<file path="config.mk">
export PLATFORM = sky130hd
export DESIGN_NAME = motoro3_hall_decoder
export DESIGN_NICKNAME = d
export VERILOG_FILES = /design/src/rtl/motoro3_pkg.sv /design/src/rtl/motoro3_hall_filter.sv /design/src/rtl/motoro3_hall_decoder.sv
export SDC_FILE = /design/constraint.sdc
export NUM_CORES = 1
export LEC_CHECK = 0
export CAP_MARGIN = 20
export CORE_UTILIZATION = 60
export CTS_BUF_LIST = sky130_fd_sc_hd__clkbuf_4
export DETAILED_ROUTE_END_ITERATION = 6
export HOLD_SLACK_MARGIN = 0.12
export MAX_ROUTING_LAYER = met4
export PLACE_DENSITY = 0.84
export SETUP_SLACK_MARGIN = 0.3
export SYNTH_ARGS = -nofsm -noshare
export SYNTH_HDL_FRONTEND = slang
export SYNTH_SLANG_ARGS = --single-unit
</file>
<file path="constraint.sdc">
create_clock -name clk -period 6.1 [get_ports clk]
set_input_delay 1.22 -clock clk [delete_from_list [all_inputs] [get_ports clk]]
set_output_delay 1.22 -clock clk [all_outputs]
set_load 0.03 [all_outputs]
</file>
<file path="src/rtl/motoro3_pkg.sv">
// Shared hall/drive definitions: sector code map, FSM state encoding and period width.
package motoro3_pkg;

  localparam int PERIOD_W = 25;

  typedef enum logic [1:0] {
    ST_IDLE = 2'd0,
    ST_SYNC = 2'd1,
    ST_RUN  = 2'd2
  } state_e;

  typedef struct packed {
    logic       legal;
    logic [2:0] sector;
  } sector_t;

  // Hall code is ordered {C,B,A}; 000 and 111 can never occur on a healthy motor.
  function automatic sector_t code_to_sector(input logic [2:0] cba);
    sector_t r;
    r.legal  = 1'b1;
    r.sector = 3'd0;
    case (cba)
      3'b001:  r.sector = 3'd0;
      3'b011:  r.sector = 3'd1;
      3'b010:  r.sector = 3'd2;
      3'b110:  r.sector = 3'd3;
      3'b100:  r.sector = 3'd4;
      3'b101:  r.sector = 3'd5;
      default: r.legal  = 1'b0;
    endcase
    return r;
  endfunction

  // Sector distance (to - from) mod 6.
  function automatic logic [2:0] sector_delta(input logic [2:0] from_s, input logic [2:0] to_s);
    logic [3:0] d;
    d = {1'b0, to_s} + 4'd6 - {1'b0, from_s};
    if (d >= 4'd6) d = d - 4'd6;
    return d[2:0];
  endfunction

endpackage

</file>
<file path="src/rtl/motoro3_hall_filter.sv">
// Two-flop synchroniser per hall line followed by an N-sample agreement filter.
module motoro3_hall_filter #(
  parameter int W        = 3,
  parameter int FILT_LEN = 16
) (
  input  logic         clk,
  input  logic         rst,
  input  logic [W-1:0] raw_i,
  output logic [W-1:0] code_o,
  output logic         new_o
);

  localparam logic [7:0] CNT_MAX = 8'(FILT_LEN);
  localparam logic [7:0] CNT_ACC = 8'(FILT_LEN - 1);

  logic [W-1:0] sync1_q, sync2_q, cand_q, filt_q;
  logic [7:0]   cnt_q;
  logic         new_q;

  // new_q fires in the same cycle filt_q takes a different code.
  always_ff @(posedge clk or posedge rst) begin
    if (rst) begin
      sync1_q <= '0;
      sync2_q <= '0;
      cand_q  <= '0;
      filt_q  <= '0;
      cnt_q   <= 8'd0;
      new_q   <= 1'b0;
    end else begin
      sync1_q <= raw_i;
      sync2_q <= sync1_q;
      new_q   <= 1'b0;
      if (sync2_q != cand_q) begin
        cand_q <= sync2_q;
        cnt_q  <= 8'd1;
      end else if (cnt_q < CNT_MAX) begin
        cnt_q <= cnt_q + 8'd1;
        if (cnt_q == CNT_ACC && cand_q != filt_q) begin
          filt_q <= cand_q;
          new_q  <= 1'b1;
        end
      end
    end
  end

  assign code_o = filt_q;
  assign new_o  = new_q;

endmodule

</file>
<file path="src/rtl/motoro3_hall_decoder.sv">
// Hall sensor decoder: sector/direction tracking, edge-to-edge period, fault and stall flags.
module motoro3_hall_decoder
  import motoro3_pkg::*;
#(
  parameter int FILT_LEN  = 16,
  parameter int STALL_CYC = 2000000
) (
  input  logic                clk,
  input  logic                rst,
  input  logic                hallA,
  input  logic                hallB,
  input  logic                hallC,
  input  logic                hdFaultClr,
  output logic [2:0]          hdSector,
  output logic                hdDir,
  output logic                hdStep,
  output logic [PERIOD_W-1:0] hdPeriod,
  output logic                hdValid,
  output logic                hdFault,
  output logic                hdStall,
  output state_e              hdState
);

  localparam logic [PERIOD_W-1:0] STALL_VAL = PERIOD_W'(STALL_CYC);
  localparam logic [PERIOD_W-1:0] CNT_ONE   = PERIOD_W'(1);

  logic [2:0]          code;
  logic                code_new;
  sector_t             dec;
  logic [2:0]          delta;

  state_e              state_q, state_d;
  logic [2:0]          sector_q, sector_d;
  logic                dir_q, dir_d, step_q, step_d, valid_q, valid_d;
  logic                fault_q, fault_d, stall_q, stall_d, fault_set;
  logic [PERIOD_W-1:0] period_q, period_d, cnt_q, cnt_d;

  motoro3_hall_filter #(.W(3), .FILT_LEN(FILT_LEN)) u_filter (
    .clk    (clk),
    .rst    (rst),
    .raw_i  ({hallC, hallB, hallA}),
    .code_o (code),
    .new_o  (code_new)
  );

  assign dec   = code_to_sector(code);
  assign delta = sector_delta(sector_q, dec.sector);

  always_comb begin
    state_d   = state_q;
    sector_d  = sector_q;
    dir_d     = dir_q;
    step_d    = 1'b0;
    period_d  = period_q;
    valid_d   = valid_q;
    stall_d   = stall_q;
    fault_set = 1'b0;
    cnt_d     = (cnt_q == '1) ? cnt_q : cnt_q + CNT_ONE;
    case (state_q)
      ST_IDLE: begin
        if (code_new && dec.legal) begin
          state_d  = ST_SYNC;
          sector_d = dec.sector;
          cnt_d    = CNT_ONE;
        end else if (code_new) begin
          fault_set = 1'b1;
        end
      end
      ST_SYNC, ST_RUN: begin
        if (code_new) begin
          if (dec.legal && (delta == 3'd1 || delta == 3'd5)) begin
            dir_d    = (delta == 3'd5);
            step_d   = 1'b1;
            sector_d = dec.sector;
            cnt_d    = CNT_ONE;
            stall_d  = 1'b0;
            state_d  = ST_RUN;
            // The first edge after SYNC has no previous edge to measure from.
            if (state_q == ST_RUN) begin
              period_d = cnt_q;
              valid_d  = 1'b1;
            end
          end else begin
            fault_set = 1'b1;
            valid_d   = 1'b0;
            state_d   = ST_IDLE;
          end
        end else if (cnt_q == STALL_VAL) begin
          stall_d  = 1'b1;
          valid_d  = 1'b0;
          period_d = '1;
          state_d  = ST_SYNC;
        end
      end
      default: state_d = ST_IDLE;
    endcase
    // A fault arriving with the clear pulse wins.
    fault_d = fault_set | (fault_q & ~hdFaultClr);
  end

  always_ff @(posedge clk or posedge rst) begin
    if (rst) begin
      state_q  <= ST_IDLE;
      sector_q <= 3'd0;
      dir_q    <= 1'b0;
      step_q   <= 1'b0;
      period_q <= '0;
      valid_q  <= 1'b0;
      fault_q  <= 1'b0;
      stall_q  <= 1'b0;
      cnt_q    <= CNT_ONE;
    end else begin
      state_q  <= state_d;
      sector_q <= sector_d;
      dir_q    <= dir_d;
      step_q   <= step_d;
      period_q <= period_d;
      valid_q  <= valid_d;
      fault_q  <= fault_d;
      stall_q  <= stall_d;
      cnt_q    <= cnt_d;
    end
  end

  assign hdSector = sector_q;
  assign hdDir    = dir_q;
  assign hdStep   = step_q;
  assign hdPeriod = period_q;
  assign hdValid  = valid_q;
  assign hdFault  = fault_q;
  assign hdStall  = stall_q;
  assign hdState  = state_q;

endmodule

</file>
==> flow_summary.ini, run 1 <==
; physical design summary
[outcome]
status = complete, no violations

[logic_synthesis]
area_leaders = dfrtp_1 (51%), o22a_2 (5.9%), xnor2_1 (4.7%)
synthArstFlopShare_pct = 100
ff_type = dfrtp_1
syn_nets = 368
avgSynthCellArea_sq_um = 11.1
numSynthFlops = 81
edf_count = 0
yosysTopAreaCell = dfrtp_1
synth.top_cell.area_share_pct = 51.5
yosysCellCount = 351
ys_area_sq_um = 3890
synth_area_sq_um = 3890
yosysSeqAreaShare_pct = 52.2
ys_warn_count = 0
synth_cells = 351
synth.distinct_cells = 52

[pwr]
p_total_uw = 914
cellInternalPower_uw = 716
p_sw_share_pct = 21.7
p_leak_uw = 0.00199
power_frac_clock_pct = 38.1
maxPowerGroup = sequential cells
powerComb_uw = 21.8
seq_power_share_pct = 59.5
combPwrFrac_pct = 2.4
p_seq_uw = 544
netSwitchingPower_uw = 199
p_per_area_nw_per_um2 = 204
ir_worst_vdd_mv = 0.187

[finish]
finalCoreUtilization_pct = 73.5
layout-drive-gt1-share_pct = 14.5
mostFrequentLayoutCell = dfrtp_1
layout.nets = 405
syn_to_final_growth_pct = 15.3
diodes = 0
lay_top_cells = dfrtp_1 (80), clkdlybuf4s50_1 (40), nor2_1 (30)
stdcell_count = 468

[place]
dp.cells = 451
port_buffers = 40
gp_congestion = 0.865
dp_hpwl_mm = 5.20

[floorplan]
fp_util_pct = 63.8
die_y_microns = 82.5
die_w_microns = 82.5
io_pins = 41
core_area_sq_um = 6100
placementRows = 28
dieArea_sq_um = 6810

[grt]
grt_pass1_wl_mm = 12.4
antenna_found_initial = 0
grt_max_degree = 54
groute.usage.overall_pct = 25.4
overflow = 0
grt_pass1_vias = 2644

[final_timing]
skew_ns = 0.0220
rsz0062_at_grt = no
period_used_pct = 65.0
hold_ws_ns = 0.363
maxSlewViolCount = 0
hold_viol = 0
tns_ns = 0
worst_pin_slew_ns = 1.03
setup_viol_count_final = 0
clock.fmax_mhz = 252
min_period_ns = 3.96
slew_headroom_pct = 31.6

[critical_path]
cp_data_arrival_time_ns = 4.28
worstReg2RegEnd = hdPeriod[18]$_DFFE_PP0P_
crit_type = reg2reg
crit_required_ns = 6.42
timing.rr.start = u_filter.code_o[0]$_DFFE_PP0P_
path_max_fanout = 27
critPathLaunch = u_filter.code_o[0]$_DFFE_PP0P_
ff2ff_path_depth = 10
rrSetupSlack_ns = 2.14
critPathLaunchType = register
end_kind = register

[job]
warning_count = 29
maxCapViolations = 0

[cts]
clockRootBuffer = clkbuf_4
clk_latency_ns = 0.43
cts_resized = 0
hold_buffers = 0
cts.clk_slew.worst_paths_ns = 0.12
cts_tree = built
clock_tree.buffer_depth = 2
htree_levels = 3
postCtsSetupBuffers = 0

[drt]
viasPerCell = 5.93
drt-pass1-iter-count = 5
vias = 2774
routed_wirelength_mm = 7.40
ant_nets = 0
wl_per_cell_microns = 15.8
drc = 0
initialDrtViolationCount = 225

[hold_path]
holdPathEnd = u_filter.sync2_q[0]$_DFF_PP0_
hold_path_depth = 0
hp-class = reg2reg
worstHoldStart = u_filter.sync1_q[0]$_DFF_PP0_
## run 1: Yosys cell counts, types with 2 or more instances
| master | n |
|---|---|
| and4_1 | 3 |
| a21o_1 | 5 |
| mux2i_1 | 6 |
| o21ai_0 | 5 |
| or3_1 | 3 |
| and2_1 | 7 |
| xnor2_1 | 21 |
| nor2_1 | 30 |
| a21bo_2 | 2 |
| nand2_1 | 16 |
| o22a_2 | 23 |
| nand2b_1 | 7 |
| inv_1 | 21 |
| nor4b_1 | 4 |
| a21oi_1 | 10 |
| or4_1 | 2 |
| a211oi_1 | 9 |
| buf_6 | 3 |
| nand3_1 | 10 |
| and3_1 | 2 |
| mux2_2 | 5 |
| clkbuf_1 | 8 |
| nor3_1 | 8 |
| dfrtp_1 | 80 |
| ha_1 | 10 |
| buf_2 | 4 |
| nand4_1 | 8 |
| o22a_1 | 2 |
| a2111oi_0 | 3 |
| nor4_1 | 4 |
| xor2_1 | 9 |
## run 1: logic make-up after synthesis
kind of cell | count (synthesis) | synth area share, %
fa+ha+maj | 11 | 3.73
mux | 11 | 2.99
buf+inv | 39 | 4.60
flops | 81 | 52.2
simple gates | 109 | 14.9
compound gates | 70 | 14.8
xor+xnor | 30 | 6.76
## run 1: critical path, cell delays in order (launching register included)
cell      delay (ns)
dfrtp_1         0.46
nand2b_1        0.22
ha_1            0.31
inv_1           0.05
ha_1            0.21
fa_1            0.39
xnor2_1         0.27
mux2i_1         0.36
or4_1           0.85
o21ai_4         0.41
o22a_2          0.32
## run 1: area by class of cell
| cell class | count | area (sq um) |
|---|---|---|
| clock buffers | 9 | 67.6 |
| inverters | 21 | 78.8 |
| flip-flops and latches | 81 | 2030 |
| fillers | 425 | 1610 |
| well taps | 75 | 93.8 |
| multi-input cells | 231 | 1680 |
| repair buffers | 44 | 443 |
| clock inverters | 7 | 91.3 |
## run 1: how the worst max path moves through the flow
stage / cells past startpoint / to
final: 10 / hdPeriod[18]$_DFFE_PP0P_
after global routing: 11 / hdPeriod[18]$_DFFE_PP0P_
after CTS: 10 / hdPeriod[18]$_DFFE_PP0P_
after detailed placement: 10 / hdPeriod[18]$_DFFE_PP0P_
after global placement: 10 / hdPeriod[3]$_DFFE_PP0P_
after floorplan: 1 / cnt_q[10]$_DFF_PP0_
## run 1: layer usage
layer / GRT usage [%] / up-vias / part of all wire [%]
li1: - / 1321 / -
met1: 34.7 / 1376 / 47
met2: 38.7 / 66 / 48
met3: 4.07 / 11 / 3.6
met4: 8.97 / 0 / 1.8
met5: - / - / 0
## run 1: per-stage QoR
step / setup WS (ns) / cell area [sq um]
floorplan: 2.80 / 3890
global placement: 2.37 / 4300
detailed placement: 2.18 / 4300
CTS: 2.14 / 4460
global route: 1.83 / 4480
finish: 2.14 / 4480
## run 1: sequential cells by signal, summed over array words and instances (netlist names)
signal,flops
u_filter.sync1_q,3
hdFault,1
hdValid,1
hdState,2
hdStall,1
cnt_q,25
hdDir,1
u_filter.code_o,3
u_filter.cnt_q,8
u_filter.cand_q,3
hdSector,3
hdPeriod,25
hdStep,1
u_filter.sync2_q,3
u_filter.new_o,1
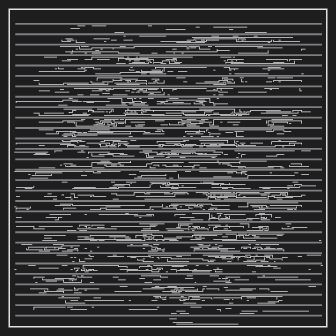
Figure 1: run 1, metal 1.
Supply wires on this layer in grey.
share of all routed wire: 47%
nets with wire on the layer: 371

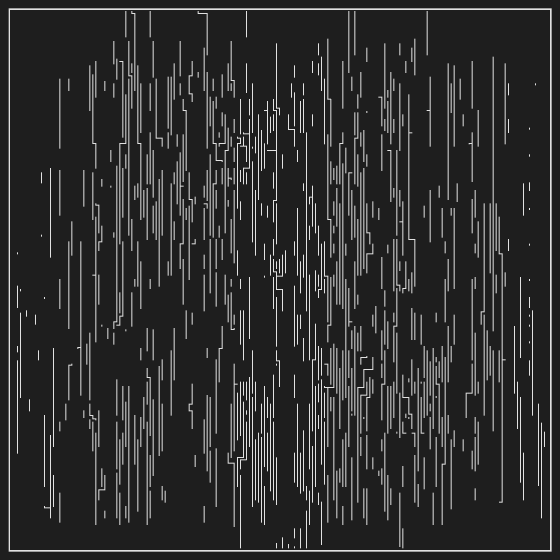
Figure 2: run 1, met2 routing.
main direction: vertical
wire length on this layer: 3,520 microns
share of all routed wire: 48%

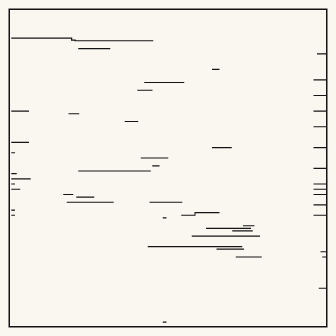
Figure 3: run 1, signal wires on met3.
main direction: horizontal
nets with wire on the layer: 40
longest straight run: 24.4 microns
share of all routed wire: 3.6%
wire length on this layer: 270 microns

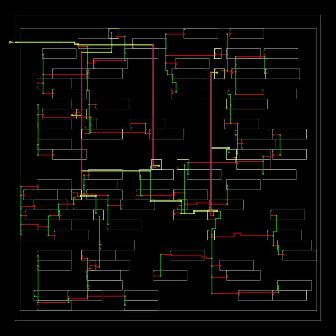
Figure 4: run 1, clock nets.
# clock sinks: 81
Num CTS Buffers: 9
Flops: 81
Clock net power: 348 uW

==> inputs of run 2 (changes only) <==
CORE_UTILIZATION = 59   (was 60)
PLACE_DENSITY = 0.83   (was 0.84)
clock period = 3.7 ns   (was 6.1 ns; I/O delays follow)
==> run 2 against run 1 <==
Worst hold slack got worse by 0.011 ns; clock-buffer cell count did not move; largest cell class unchanged; routed wire length rose by 1.0%; synthesized cell count did not move.
==> flow_summary.ini, run 2 <==
; physical design summary
[outcome]
status = complete, no violations

[critical_path]
critPathLaunchType = register
cp_data_arrival_time_ns = 3.62
end_kind = register
path_max_fanout = 12
crit_type = reg2reg
crit_required_ns = 4.07

[cts]
cts.clk_slew.worst_paths_ns = 0.14
clock_sinks = 81
postCtsSetupBuffers = 0
htree_levels = 3
cts_made_buffers = 9
clk_latency_ns = 0.43
clockRootBuffer = clkbuf_4
clock_tree.buffer_depth = 2
hold_buffers = 0
cts_tree = built
cts_resized = 0

[drt]
vias = 2817
viasPerCell = 5.98
drc = 0
drt-pass1-iter-count = 4
initialDrtViolationCount = 170
ant_nets = 0
routed_wirelength_mm = 7.48
wl_per_cell_microns = 15.9

[logic_synthesis]
yosysTopAreaCell = dfrtp_1
synth.top_cell.area_share_pct = 51.5
syn_nets = 368
numSynthFlops = 81
ys_area_sq_um = 3890
synth_cells = 351
synth.distinct_cells = 52
top_cell = dfrtp_1
ff_type = dfrtp_1
yosysSeqAreaShare_pct = 52.2
area_leaders = dfrtp_1 (51%), o22a_2 (5.9%), xnor2_1 (4.7%)
avgSynthCellArea_sq_um = 11.1
ys_top_cells_by_count = dfrtp_1 (80), nor2_1 (30), o22a_2 (23)
synth_area_sq_um = 3890
synthArstFlopShare_pct = 100
edf_count = 0
ys_warn_count = 0
yosysCellCount = 351

[floorplan]
fp_util_pct = 61.2
die_y_microns = 83.2
io_pins = 41
die_w_microns = 83.2
dieArea_sq_um = 6920
placementRows = 29
core_area_sq_um = 6350

[finish]
layout-drive-gt1-share_pct = 15.5
syn_to_final_growth_pct = 15.0
diodes = 0
stdcell_count = 471
num-fill-cells = 466
lay_top_cells = dfrtp_1 (80), clkdlybuf4s50_1 (40), nor2_1 (30)
mostFrequentLayoutCell = dfrtp_1
layout.nets = 406
comb_area_sq_um = 1700
regArea_sq_um = 2030
finalCoreUtilization_pct = 70.4

[place]
pre_cts_ws_ns = 0.446
dp.cells = 454
gp_congestion = 0.845
port_buffers = 40
dp_hpwl_mm = 4.96

[grt]
grt_max_degree = 55
grt_pass1_wl_mm = 12.9
grt_pass1_vias = 2725
antenna_found_initial = 0
groute.usage.overall_pct = 23.9
overflow = 0

[final_timing]
hold_viol = 0
rsz0062_at_grt = no
tns_ns = 0
hold_ws_ns = 0.352
period_used_pct = 87.8
worst_pin_slew_ns = 0.848
slew_headroom_pct = 42.9
maxSlewViolCount = 0
setup_slack_ns = 0.451
min_period_ns = 3.25
skew_ns = 0.0171
clock.fmax_mhz = 308
setup_viol_count_final = 0

[pwr]
combPwrFrac_pct = 2.5
power_frac_clock_pct = 33.2
ir_worst_vdd_mv = 0.269
p_sw_share_pct = 25.0
seq_power_share_pct = 64.3
cellInternalPower_uw = 1050
netSwitchingPower_uw = 348
p_per_area_nw_per_um2 = 312
p_leak_uw = 0.00196

[job]
maxCapViolations = 0
warning_count = 29

[hold_path]
hp-class = reg2reg
-- run 2: layout make-up --
| cell class | instances | area share (%) |
|---|---|---|
| repair buffers | 44 | 9.99 |
| flip-flops and latches | 81 | 45.4 |
| clock buffers | 9 | 1.51 |
| multi-input cells | 232 | 38.0 |
| inverters | 21 | 1.76 |
| well taps | 77 | 2.16 |
| clock inverters | 7 | 1.18 |
-- run 2: kinds of logic after synthesis --
| group | count (synthesis) | share of synthesized area [%] |
|---|---|---|
| simple gates | 109 | 14.9 |
| flops | 81 | 52.2 |
| compound gates | 70 | 14.8 |
| buf+inv | 39 | 4.60 |
| xor+xnor | 30 | 6.76 |
| mux | 11 | 2.99 |
| fa+ha+maj | 11 | 3.73 |
-- run 2: path summary, 6_finish.rpt --
path / depth (start not counted) / slack [ns] / to / start
hold / removal: 0 / 0.35 / u_filter.sync2_q[1]$_DFF_PP0_ / u_filter.sync1_q[1]$_DFF_PP0_
max in group asynchronous: 3 / 2.31 / cnt_q[0]$_DFF_PP1_ / rst
setup / recovery: 10 / 0.45 / hdPeriod[0]$_DFFE_PP0P_ / u_filter.code_o[0]$_DFFE_PP0P_
min in group asynchronous: 2 / 0.67 / u_filter.sync1_q[0]$_DFF_PP0_ / rst
hold reg to reg: 0 / 0.35 / u_filter.sync2_q[1]$_DFF_PP0_ / u_filter.sync1_q[1]$_DFF_PP0_
setup reg to reg: 10 / 0.45 / hdPeriod[0]$_DFFE_PP0P_ / u_filter.code_o[0]$_DFFE_PP0P_
-- run 2: power by group through the flow --
| stage | sequential, uW | combinational (uW) | clock [uW] |
|---|---|---|---|
| final | 897 | 35.2 | 463 |
| after global routing | 899 | 41.9 | 513 |
| after CTS | 897 | 36.9 | 475 |
| after detailed placement | 914 | 37.0 | 0 |
| after floorplan | 913 | 23.6 | 0 |
| after global placement | 914 | 35.8 | 0 |
-- run 2: worst max-delay path, stage by stage, from the launching register on --
cell	delay (ns)
dfrtp_1	0.48
nand2b_1	0.22
ha_1	0.30
inv_1	0.04
ha_1	0.20
fa_1	0.51
nand2b_1	0.17
mux2i_2	0.11
or4_1	0.61
o21ai_2	0.30
o22a_2	0.25
-- run 2: routing by layer --
layer,vias to the layer above,part of all wire (%),track usage [%]
li1,1332,-,-
met1,1398,48,33.8
met2,77,46,34.4
met3,10,4.5,4.37
met4,0,1.7,9.56
met5,-,0,-
-- run 2: per-stage QoR --
| stage | total power [uW] | cell area (sq um) |
|---|---|---|
| 6_report | 1400 | 4470 |
| 5_1_grt | 1450 | 4470 |
| 4_1_cts | 1410 | 4450 |
| 3_5_place_dp | 951 | 4330 |
| 3_3_place_gp | 949 | 4330 |
| 2_1_floorplan | 937 | 3890 |
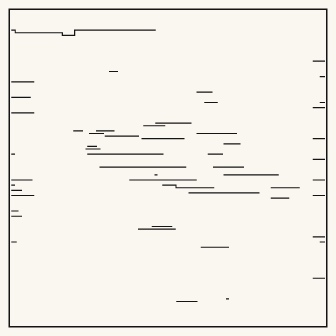
Figure 5: run 2, signal wires on met3.
wire length on this layer: 336 microns
main direction: horizontal
nets with wire on the layer: 43
longest straight run: 22.5 microns
share of all routed wire: 4.5%

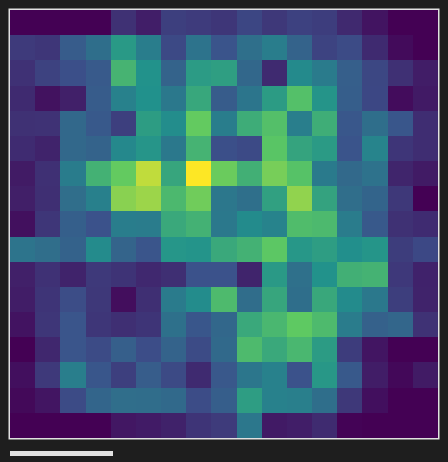
Figure 6: run 2, wire density map.
Scale bar: 20 microns. The die is cut into 17 by 17 equal tiles; dark purple is low, yellow is high, scaled to the fullest tile. Values are wire area over tile area, all layers added.
densest ninth of the die: centre
tiles over half the peak: 23%
fullest tile: 0.54
mean over tiles: 0.17

Power and IR drop assume default switching activity.
